==> src/rtl/lstm_mac_pkg.sv <==
// lstm_mac_pkg
// Shared constants and the round/saturate helper for the LSTM MAC lanes.
// Contents:
//   DEF_D_WL / DEF_FL / DEF_MAX_LEN : default word length, fraction bits, max length
//   LEN_W                           : width of a length value covering 0..MAX_LEN
//   RS_W                            : width of the round_sat result {sat, q}
//   round_sat(s, acc_wl, d_wl, fl)  : round half up, then saturate to d_wl bits
package lstm_mac_pkg;

    localparam int DEF_D_WL    = 16;
    localparam int DEF_FL      = 12;
    localparam int DEF_MAX_LEN = 256;
    localparam int LEN_W       = $clog2(DEF_MAX_LEN + 1);

    // Result is {sat, q[31:0]}; q is sign-extended to 32 bits, so callers
    // keep the low d_wl bits.
    localparam int RS_W = 33;

    // s carries an acc_wl-bit sum in its low bits. It is re-sign-extended from
    // bit acc_wl-1 so the caller may pass it either sign- or zero-extended.
    function automatic logic [RS_W-1:0] round_sat(input logic signed [63:0] s,
                                                  input int acc_wl,
                                                  input int d_wl,
                                                  input int fl);
        logic signed [63:0] se;
        logic signed [63:0] r;
        logic signed [63:0] max_v;
        logic signed [63:0] min_v;
        logic               sat;
        logic        [31:0] q;
        se    = (s <<< (64 - acc_wl)) >>> (64 - acc_wl);
        r     = (se + (64'sd1 <<< (fl - 1))) >>> fl;
        max_v = (64'sd1 <<< (d_wl - 1)) - 64'sd1;
        min_v = -(64'sd1 <<< (d_wl - 1));
        if (r > max_v) begin
            sat = 1'b1;
            q   = max_v[31:0];
        end else if (r < min_v) begin
            sat = 1'b1;
            q   = min_v[31:0];
        end else begin
            sat = 1'b0;
            q   = r[31:0];
        end
        return {sat, q};
    endfunction

endpackage

==> src/rtl/lstm_mac_pe_lanes_lane.sv <==
// lstm_mac_lane
// One MAC lane: signed product, accumulator and round/saturate of the running
// sum. The rounded value always reflects the sum being written this cycle;
// the top decides when to capture it.
// Ports:
//   clk, rst_n : clock, synchronous active-low reset
//   en_i       : an accepted (non-flushed) beat this cycle
//   first_i    : this beat starts a vector (load bias instead of accumulating)
//   x_i, w_i   : shared operand and this lane's weight
//   b_i        : this lane's bias (used on the first beat only)
//   q_o, sat_o : rounded/saturated sum and clip flag for this cycle's sum
module lstm_mac_lane
    import lstm_mac_pkg::*;
#(
    parameter int D_WL   = 16,
    parameter int FL     = 12,
    parameter int ACC_WL = 40
) (
    input  logic                   clk,
    input  logic                   rst_n,
    input  logic                   en_i,
    input  logic                   first_i,
    input  logic signed [D_WL-1:0] x_i,
    input  logic signed [D_WL-1:0] w_i,
    input  logic signed [D_WL-1:0] b_i,
    output logic        [D_WL-1:0] q_o,
    output logic                   sat_o
);

    logic signed [2*D_WL-1:0] prod;
    logic signed [ACC_WL-1:0] prod_ext;
    logic signed [ACC_WL-1:0] bias_ext;
    logic signed [ACC_WL-1:0] acc_q;
    logic signed [ACC_WL-1:0] acc_d;
    logic        [RS_W-1:0]   rs;
    logic                     unused_rs_hi;

    assign prod     = x_i * w_i;
    assign prod_ext = {{(ACC_WL - 2*D_WL){prod[2*D_WL-1]}}, prod};
    // Bias is aligned to the product's 2*FL fraction bits.
    assign bias_ext = {{(ACC_WL - D_WL - FL){b_i[D_WL-1]}}, b_i, {FL{1'b0}}};
    assign acc_d    = first_i ? (prod_ext + bias_ext) : (acc_q + prod_ext);

    always_ff @(posedge clk) begin
        if (!rst_n) begin
            acc_q <= '0;
        end else if (en_i) begin
            acc_q <= acc_d;
        end
    end

    assign rs           = round_sat({{(64 - ACC_WL){acc_d[ACC_WL-1]}}, acc_d}, ACC_WL, D_WL, FL);
    assign q_o          = rs[D_WL-1:0];
    assign sat_o        = rs[RS_W-1];
    assign unused_rs_hi = ^rs[31:D_WL];

endmodule

==> src/rtl/lstm_mac_pe_lanes.sv <==
// lstm_mac_pe_lanes
// Multi-lane fixed-point MAC processing element. One operand x is broadcast
// to LANES lanes with per-lane weight and bias; each lane accumulates a
// runtime-length dot product, rounds and saturates to D_WL bits, and the
// results leave through a one-entry output buffer.
// Handshake: an input beat transfers when in_valid && in_ready; a result
// transfers when out_valid && out_ready. Only the final beat of a vector
// stalls while an unconsumed result is pending.
// Ports:
//   clk, rst_n           : clock, synchronous active-low reset
//   cfg_len              : vector length, sampled on the first beat
//   flush                : drop the partial vector and any beat this cycle
//   in_valid / in_ready  : input beat handshake
//   x, w, b              : shared operand, per-lane weights, per-lane biases
//   out_valid / out_ready: result handshake
//   d_o, sat_o           : per-lane results and clip flags
module lstm_mac_pe_lanes
    import lstm_mac_pkg::*;
#(
    parameter int LANES   = 4,
    parameter int D_WL    = DEF_D_WL,
    parameter int FL      = DEF_FL,
    parameter int MAX_LEN = DEF_MAX_LEN,
    parameter int ACC_WL  = 40,
    localparam int L_W    = $clog2(MAX_LEN + 1)
) (
    input  logic                    clk,
    input  logic                    rst_n,
    input  logic [L_W-1:0]          cfg_len,
    input  logic                    flush,
    input  logic                    in_valid,
    output logic                    in_ready,
    input  logic [D_WL-1:0]         x,
    input  logic [LANES*D_WL-1:0]   w,
    input  logic [LANES*D_WL-1:0]   b,
    output logic                    out_valid,
    input  logic                    out_ready,
    output logic [LANES*D_WL-1:0]   d_o,
    output logic [LANES-1:0]        sat_o
);

    localparam logic [L_W-1:0] MAX_LEN_L = L_W'(MAX_LEN);
    localparam logic [L_W-1:0] ONE_L     = L_W'(1);

    logic [L_W-1:0]        cnt_q, cnt_d;
    logic [L_W-1:0]        len_q, len_d;
    logic [L_W-1:0]        cfg_eff;
    logic [L_W-1:0]        len_eff;
    logic                  first_beat;
    logic                  last_beat;
    logic                  beat_acc;
    logic                  out_valid_q, out_valid_d;
    logic [LANES*D_WL-1:0] d_q, d_d;
    logic [LANES-1:0]      sat_q, sat_d;
    logic [LANES*D_WL-1:0] lane_q;
    logic [LANES-1:0]      lane_sat;

    assign cfg_eff    = (cfg_len == '0) ? ONE_L :
                        (cfg_len > MAX_LEN_L) ? MAX_LEN_L : cfg_len;
    assign first_beat = (cnt_q == '0);
    // On the first beat the length has not been latched yet, so use cfg_len.
    assign len_eff    = first_beat ? cfg_eff : len_q;
    assign last_beat  = (cnt_q == len_eff - ONE_L);
    assign in_ready   = !(out_valid_q && !out_ready && last_beat);
    assign beat_acc   = in_valid && in_ready && !flush;

    for (genvar i = 0; i < LANES; i++) begin : g_lane
        lstm_mac_lane #(
            .D_WL   (D_WL),
            .FL     (FL),
            .ACC_WL (ACC_WL)
        ) u_lane (
            .clk     (clk),
            .rst_n   (rst_n),
            .en_i    (beat_acc),
            .first_i (first_beat),
            .x_i     (x),
            .w_i     (w[i*D_WL +: D_WL]),
            .b_i     (b[i*D_WL +: D_WL]),
            .q_o     (lane_q[i*D_WL +: D_WL]),
            .sat_o   (lane_sat[i])
        );
    end

    always_comb begin
        cnt_d       = cnt_q;
        len_d       = len_q;
        out_valid_d = out_valid_q;
        d_d         = d_q;
        sat_d       = sat_q;
        if (flush) begin
            cnt_d = '0;
        end else if (beat_acc) begin
            if (first_beat) begin
                len_d = cfg_eff;
            end
            cnt_d = last_beat ? '0 : cnt_q + ONE_L;
        end
        // A new result takes priority over the consumer draining the old one.
        if (beat_acc && last_beat) begin
            out_valid_d = 1'b1;
            d_d         = lane_q;
            sat_d       = lane_sat;
        end else if (out_valid_q && out_ready) begin
            out_valid_d = 1'b0;
        end
    end

    always_ff @(posedge clk) begin
        if (!rst_n) begin
            cnt_q       <= '0;
            len_q       <= ONE_L;
            out_valid_q <= 1'b0;
            d_q         <= '0;
            sat_q       <= '0;
        end else begin
            cnt_q       <= cnt_d;
            len_q       <= len_d;
            out_valid_q <= out_valid_d;
            d_q         <= d_d;
            sat_q       <= sat_d;
        end
    end

    assign out_valid = out_valid_q;
    assign d_o       = d_q;
    assign sat_o     = sat_q;

endmodule
==> config.mk <==
export PLATFORM = sky130hd
export DESIGN_NAME = lstm_mac_pe_lanes
export DESIGN_NICKNAME = d
export VERILOG_FILES = /design/src/rtl/lstm_mac_pkg.sv /design/src/rtl/lstm_mac_pe_lanes_lane.sv /design/src/rtl/lstm_mac_pe_lanes.sv
export SDC_FILE = /design/constraint.sdc
export NUM_CORES = 2
export LEC_CHECK = 0
export CORE_ASPECT_RATIO = 0.8
export CORE_MARGIN = 5
export CORE_UTILIZATION = 59
export DETAILED_ROUTE_END_ITERATION = 7
export PLACE_DENSITY = 0.8
export SLEW_MARGIN = 20
export SYNTH_ARGS = -nofsm -noshare
export SYNTH_HDL_FRONTEND = slang
export SYNTH_SLANG_ARGS = --single-unit
==> constraint.sdc <==
create_clock -name clk -period 11.05 [get_ports clk]
set_input_delay 1.6575 -clock clk [delete_from_list [all_inputs] [get_ports clk]]
set_output_delay 1.6575 -clock clk [all_outputs]
set_load 0.01 [all_outputs]
==> results.json <==
{
  "period_needed_ns": 11.37,
  "logic_family": "adder cells",
  "r2r_start": "cnt_q[4]$_SDFFE_PP0P_",
  "max_slew.worst_pin.slew_ns": 0.974,
  "yosysChipArea_mm2": 0.0653,
  "ys_seq_share_pct": 7.58,
  "overflow": 0,
  "violations": "setup timing",
  "ys_sh_adder_pct": 43.4,
  "path_clk_slew_ns": 0.07,
  "dpl_cell_area_mm2": 0.0796,
  "hold_start": "d_o[57]$_SDFFE_PN0P_",
  "muxShareOfSynthArea_pct": 0.468,
  "dr.pass1.iters": 6,
  "holdWs_ns": 0.441,
  "finalSetupViolations": 48,
  "cts_buffer_depth": 3,
  "worstHoldEndpoint": "d_o[57]$_SDFFE_PN0P_",
  "hp-class": "register to register",
  "drcViolationCount": 0,
  "synth_area_mm2": 0.0653,
  "dr.first_iter.drc_count": 5587,
  "rsz0062_at_grt": "yes",
  "fin_nets": 11108,
  "globalplace.congestion": 1.01,
  "yosysCellCount": 7877,
  "grt_pass1_wl_um": 337000,
  "r2r-end": "d_o[40]$_SDFFE_PN0P_",
  "setup.worst_path.start": "x[9]",
  "initCoreUtil_pct": 59.2,
  "postSynthAreaPerCell_um2": 8.28,
  "layout.cells.non_filler": 10794,
  "viasPerCell": 5.92,
  "dieHeight_um": 307,
  "cts_root_buffer": "clkbuf_16",
  "via_count": 63949,
  "hold_violations": 0,
  "slew_headroom_pct": 35.0,
  "cpMostUsedCell": "fa_1",
  "hold_buffers": 0,
  "die_x_um": 382,
  "syn_inst": 7877,
  "ff_type": "dfxtp_1",
  "cts_sinks": 247,
  "ys_warn_count": 0,
  "holdPathStages": 2,
  "routedWlPerCell_um": 20.0,
  "status": "finished, violations left",
  "compound_area_share_pct": 14.4,
  "cts_max_level": 1,
  "endpoint": "d_o[26]$_SDFFE_PN0P_",
  "synthArstFlopShare_pct": 0,
  "grt_util_all_layers_pct": 35.1,
  "lay_top_cells": "buf_4, inv_1, fa_1",
  "portBuffers": 227,
  "edf_count": 0,
  "crit_required_ns": 11.54,
  "simple_gate_share_pct": 20.0,
  "antenna_found_initial": 10,
  "setup_ws_ns": -0.324,
  "path_max_fanout": 8,
  "grt_max_degree": 159,
  "warnings": 41,
  "r2r_setup_slack_ns": 4.46,
  "syn_nets": 9666,
  "drv_cap": 0,
  "cts_tree": "done",
  "layout_top_cell": "buf_4",
  "synth.cellmix.xorXnorShare_pct": 4.71,
  "synth.distinct_cells": 119,
  "synth-seq-cells": 247,
  "worstSetupStartpointType": "input pin",
  "clock.fmax_mhz": 87.9,
  "area_growth_pct": 27.0,
  "reg2reg_depth": 20,
  "max_stage_delay_ns": 0.61,
  "std_cell_rows": 109,
  "cpMaxStageDelayCell": "fa_1",
  "finalClockPeriodUsage_pct": 103,
  "cp_data_arrival_time_ns": 11.86,
  "wirelength_um": 216000,
  "dp.cells": 10668,
  "io_pins": 228,
  "drv_slew": 0,
  "worst-setup-path-type": "input pin to register",
  "end_kind": "register",
  "grt_pass1_vias": 66284,
  "die_area_mm2": 0.117,
  "post-place-ws_ns": -1.24,
  "dpl.hpwl_um": 171000,
  "antenna_left": 0,
  "drive_gt1_share_pct": 21.4
}
[sequential cells by signal, indices dropped and copies added, names as in the netlist]
name / flops
g_lane.u_lane.acc_q: 160
d_o: 64
cnt_q: 9
len_q: 9
sat_o: 4
out_valid: 1
[stage by stage]
step / util [%] / setup TNS (ns)
finish: 75.2 / -9.99
global route: 75.2 / -30.80
CTS: 74.0 / -1.38
detailed placement: 72.2 / -73.93
global placement: 72.2 / -60.09
floorplan: - / -2.55
[cell families (layout without fill, tap and decap cells)]
| group | count (synthesis) | in the layout |
|---|---|---|
| DFF | 247 | 247 |
| and+or+nand+nor | 2653 | 2654 |
| adders and majority gates | 1631 | 1631 |
| muxes | 30 | 30 |
| xor gates and xnor gates | 351 | 351 |
| other | 0 | 10 |
| AOI/OAI and AO/OA | 1357 | 1359 |
| buffers and inverters | 1608 | 3069 |
[cell usage after synthesis, types with 14 or more instances]
cell	n	area, um^2
nor4_1	26	163
o31ai_1	41	308
nor2_1	549	2060
o211a_1	15	150
buf_2	27	135
and2_1	505	3160
nand2_1	853	3200
nor2b_1	51	319
o21a_1	62	465
and3_1	39	244
o21bai_1	38	285
o211ai_1	32	240
nand3_1	106	531
a21o_1	132	991
nand3b_1	20	150
mux2i_1	26	260
nor3_1	196	981
o221a_2	14	158
nor3b_1	25	188
or2_2	28	175
o2111ai_1	19	166
nand4_1	46	288
inv_1	1258	4720
xnor2_1	241	2110
nand2b_1	77	482
a21oi_1	344	1720
xor2_1	110	963
ha_1	575	7190
o221a_1	20	225
o21ai_0	194	971
a311oi_1	29	254
a31oi_1	55	344
buf_1	16	60.1
clkbuf_1	289	1080
dfxtp_1	247	4940
a211o_1	15	131
o21ai_1	23	115
a211oi_1	134	1010
o31a_1	17	149
or3_1	39	244
or4_1	21	158
fa_1	1056	21100
[repair_timing]
| item | in CTS | in global routing |
|---|---|---|
| pin swaps | 44 | 82 |
| endpoints found under the setup margin | 66 | 69 |
| endpoints found under the hold margin | 0 | 0 |
| resized | 202 | 222 |
| cloned | 8 | 8 |
| buffers inserted | 30 | 24 |
[layer usage]
metal / vias up / track usage [%] / share of wire, %
met5: - / 0 / 0.0093
met4: 2 / 18.3 / 6.6
met3: 885 / 5.32 / 8.3
met2: 3146 / 59.8 / 48
met1: 31325 / 43.6 / 37
li1: 28591 / - / -
[area by class of cell]
type | count | area, um^2
diodes | 10 | 25.0
clock buffers | 32 | 756
clock inverters | 20 | 213
fillers | 7372 | 27300
inverters | 1258 | 4730
multi-input cells | 6025 | 55900
flip-flops and latches | 247 | 4940
well taps | 1443 | 1810
repair buffers | 1759 | 14500
[worst max-delay path, delay by kind of cell]
| family | cells | cell delay [ns] |
|---|---|---|
| fa+ha+maj | 8 | 3.72 |
| compound gates | 13 | 2.59 |
| simple gates | 10 | 2.36 |
| buf+inv | 10 | 1.17 |
| xor+xnor | 1 | 0.37 |
Figure 1. The clock network.
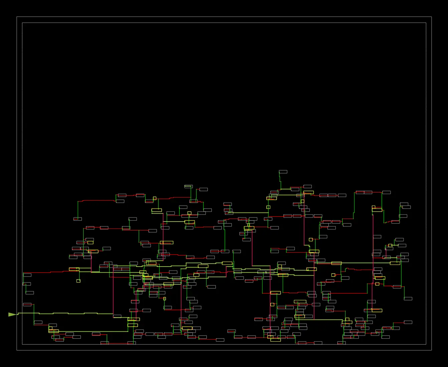
Clock Buffer Count: 32
Setup Skew: 0.0330 ns
cts bufs inserted: 28
clk latency late pin: 0.62 ns
Flops: 247

Figure 2. Cell classes on the final placement.
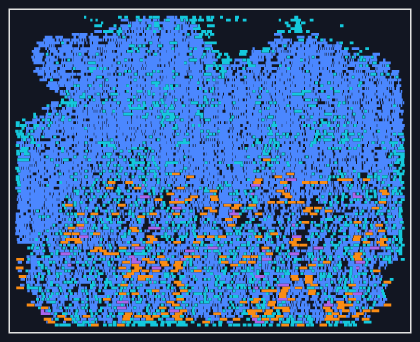
class	color	cells	share of their area
clock drivers and dummy loads	purple	52	1.2%
remaining buffers and delay cells	cyan	1759	18%
remaining logic cells	blue	7283	75%
registers	orange	247	6.1%
Non-Filler Cell Area, Final: 0.0829 mm^2
Core Box Area: 0.110 mm^2
Seq area share: 5.97%

Figure 3. The metal 4 layer.
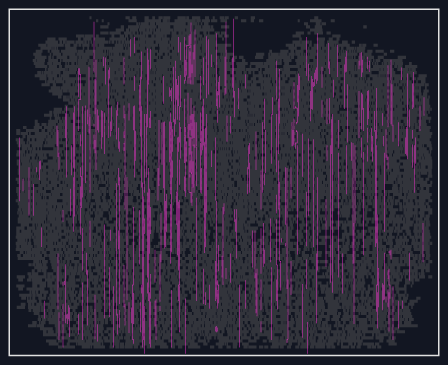
share of all routed wire	6.6%
nets with wire on the layer	353
longest straight run	159 um
wire length on this layer	14200 um

Figure 4. Clock distribution.
Scale bar: 100 um.
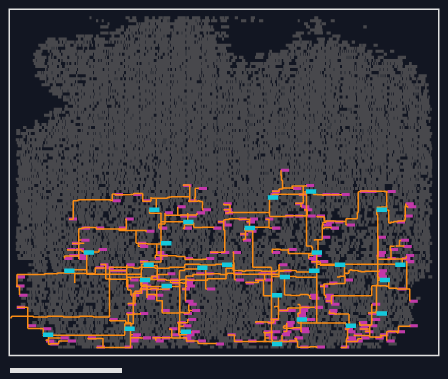
[flip-flops] magenta | count: 247
[clock-net drivers] cyan | count: 28
[clock wires] orange | length: 4640 um
routed clock nets	29

